Figure 1. Sizing map.
Scale bar: 20 um.
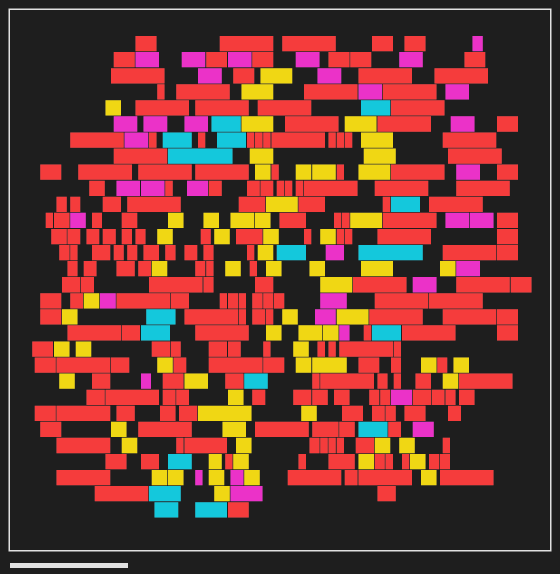
Figure 2. Track usage over the die.
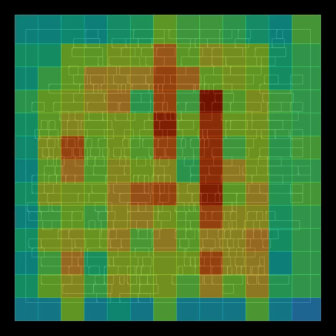
==> config.mk <==
export PLATFORM = sky130hd
export DESIGN_NAME = sevenseg_bcd_scan_decoder
export DESIGN_NICKNAME = d
export VERILOG_FILES = /design/src/rtl/sevenseg_pkg.sv /design/src/rtl/sevenseg_bcd_digit_decode.sv /design/src/rtl/sevenseg_bcd_scan_decoder.sv
export SDC_FILE = /design/constraint.sdc
export NUM_CORES = 1
export LEC_CHECK = 0
export CORE_MARGIN = 3
export CORE_UTILIZATION = 40
export CTS_CLUSTER_SIZE = 14
export DETAILED_ROUTE_END_ITERATION = 12
export GPL_ROUTABILITY_DRIVEN = 0
export MAX_ROUTING_LAYER = met4
export PLACE_DENSITY_LB_ADDON = 0.2
export SLEW_MARGIN = 0
export SYNTH_ARGS = -nofsm -noshare
export SYNTH_HDL_FRONTEND = slang
export SYNTH_SLANG_ARGS = --single-unit
==> constraint.sdc <==
create_clock -name clk -period 2.5 [get_ports clk]
set_clock_uncertainty 0.05 [all_clocks]
set_input_delay 0.375 -clock clk [delete_from_list [all_inputs] [get_ports clk]]
set_output_delay 0.375 -clock clk [all_outputs]
set_load 0.005 [all_outputs]
==> CHANGELOG.md <==
## Flow update

* Outcome: finished, violations left
* Failing checks: negative hold slack, negative setup slack
* Vias after detailed routing at 2180
* CORE AREA at 0.00694 mm^2
* Number of max-cap violations at 0
* NumNets Final at ~360
* CP Max Fanout at 5
* Starting Density at 0.420
* Final Slew Violations at 0
* Cell area after synthesis at 0.00292 mm^2
* Hold WC Path Type: in2async
* Flop2flop setup slack at -0.06 ns
* Aggregate global routing overflow at 0
* Largest net degree at the start of global routing at 29
* Global-route usage over all layers at 0.161
* Number of antenna violations at the first check in global routing at 0
* Number of standard cells reported by yosys at around 270
* Worst-margin pin slew at approximately 0.73 ns
* Setup slack at placement at -1.36 ns
* Cells along the critical path: buf_8, inv_4, fa_1, inv_1, ha_2, ha_4, nor2_4, nand2_2, or4b_1, and4bb_4, and2b_2, mux2_4
* Number of enable flip-flop cells at 0
* Routed length per instance at 13.5 um
* Clock slew seen by the registers of the worst setup and hold paths at 0.07 ns
* Mean instance size in the synthesized netlist at 10.9 um^2
* First-pass GRT wire length at 10400 um
* Worst path max stage delay at 0.52 ns
* Tally of OpenROAD warnings at 33
* Die height at 91.4 um
* DRC violation total after the first TritonRoute iteration at roughly 52
* Post-layout worst setup margin at -0.332 ns
* Shortest period the worst path allows at roughly 2.8 ns
* Type of element capturing the critical path: register
* CTS Buffer Depth at 2
* Number of H-tree levels at 3
* Worst skew pair latency at 0.34 ns
* Iteration count of the initial detailed-routing pass at 4
* IO Count at 32
* Largest area contributor in the synthesized netlist: sky130_fd_sc_hd__dfrtp_1
* Die footprint at between 0.008 and 0.009 mm^2
* CTS tree: built
* Antenna Diode Count at 0
* Number of stages on the worst setup path at 12
* Hold slack at -0.0000862 ns
* Layout cells sized above 1 at 0.345
* RSZ-0062 raised after global routing: true
* Setup-failing EPs final at 21
* Most frequent cells in the layout: 58 x sky130_fd_sc_hd__dfrtp_1, 45 x sky130_fd_sc_hd__buf_4, 27 x sky130_fd_sc_hd__clkdlybuf4s50_1, 25 x sky130_fd_sc_hd__nor2_1, 21 x sky130_fd_sc_hd__mux2_2
* Instance tally after logic synthesis at 268
* Routed wire length at 5970 um
* Chip area in the Yosys report at 0.00292 mm^2
* Sort of element at the start of the critical path: primary input
* Final Hold Fails at 1
* Seq/Total Area, Yosys at 0.498
* DIE WIDTH at 91.4 um
* Total number of yosys warnings at 0
* PwrDens at 543 mW/mm^2
* Total nets after synthesis at 290
* Register-to-Register Path Depth at 7
* Critical path buffer and inverter count at 3
* Kind of cell adding the most delay to the critical path: simple AND/OR/NAND/NOR gates
* Distinct lib cells at between 40 and 50
* CTS buffer count at 9
* Most used DFF post-synth: sky130_fd_sc_hd__dfrtp_1
* Sum of internal, switching and leakage power at ~2.2 mW
* DPL Wire Length at roughly 4400 um
* Clock net sink count at between 50 and 60
* Worst ir drop on vdd at 0.000335 V
* Most common cell after layout, fill and taps aside: sky130_fd_sc_hd__dfrtp_1
* Via count normalized by instance count at about 4.9
* Crit-path slowest cell: sky130_fd_sc_hd__fa_1
* Number of remaining DRC errors at 0
* Root Driver: sky130_fd_sc_hd__clkbuf_8
* Post-synth area hogs: sky130_fd_sc_hd__dfrtp_1 50%, sky130_fd_sc_hd__mux2_2 13%, sky130_fd_sc_hd__ha_1 3.4%
* Share of Yosys cell area claimed by the top area cell type at 0.498
## Picture notes: Figure 1
Key: x2 = magenta [cells 35, share 10%]; x3 and x4 = yellow [cells 67, share 19%]; x1 and smaller = red [cells 226, share 66%]; x6 and larger = cyan [cells 17, share 4.9%]
post-layout worst setup margin: -0.332 ns
count of plain and timing-repair buffers in the layout: 77
final standard cell area without fillers: 0.00396 mm^2
synthesis-to-layout area growth: 35.8%

## Picture notes: Figure 2
highest-utilization routing layer at the global route stage: met2
met3 track demand over resource in global routing: 0.0398

## cells in the mapped netlist (8+ instances only)
master and instances:
sky130_fd_sc_hd__nand3_1 8, sky130_fd_sc_hd__nand2_1 13, sky130_fd_sc_hd__buf_2 9, sky130_fd_sc_hd__dfrtp_1 58, sky130_fd_sc_hd__nor2_1 26, sky130_fd_sc_hd__mux2_2 33, sky130_fd_sc_hd__inv_1 12, sky130_fd_sc_hd__ha_1 8
sky130_fd_sc_hd__a21oi_1 8, sky130_fd_sc_hd__xor2_1 8, sky130_fd_sc_hd__o21ai_0 8, sky130_fd_sc_hd__xnor2_1 8
## cells by family (layout without fill, tap and decap cells)
group                      after synthesis  in the layout  synth area share
and+or+nand+nor                         90             90             0.168
DFF                                     58             58             0.498
muxes                                   35             35             0.134
AOI/OAI and AO/OA                       32             32            0.0708
buffers and inverters                   28            105            0.0399
xor gates and xnor gates                16             16            0.0481
adders and majority gates                9              9            0.0412
## cell type report
class | instances | area [um^2]
Sequential cell | 58 | 1450
Clock buffer | 11 | 141
Fill cell | 602 | 2980
Timing Repair Buffer | 77 | 666
Multi-Input combinational cell | 182 | 1450
Inverter | 12 | 55.1
Clock inverter | 5 | 77.6
Tap cell | 96 | 120
## metal layers
metal  vias up  wire length (um)  GRT usage
li1       1080                 -          -
met5         -                 0          -
met4         0                74     0.0490
met1      1057              2890      0.204
met3         6               208     0.0398
met2        37              2810      0.253
## per-stage QoR
stage / util / std cells / TNS [ns]
finish: 0.570 / 441 / -5.90
global route: 0.570 / 441 / -7.22
CTS: 0.567 / 440 / -5.94
detailed placement: 0.526 / 421 / -32.10
global placement: 0.526 / 421 / -30.75
floorplan: - / 268 / -10.73
## power breakdown
part / internal [mW] / switching [mW]
logic: 0.117 / 0.120
clock network: 0.585 / 0.371
registers: 0.950 / 0.00691
## what timing repair did
action,4_1_cts,5_1_grt
endpoints found under the setup margin,28,21
setup buffers,3,1
hold buffers,0,0
pin swaps,9,8
resized,29,4
No activity file was given, so power comes from the tool's default toggle rates.
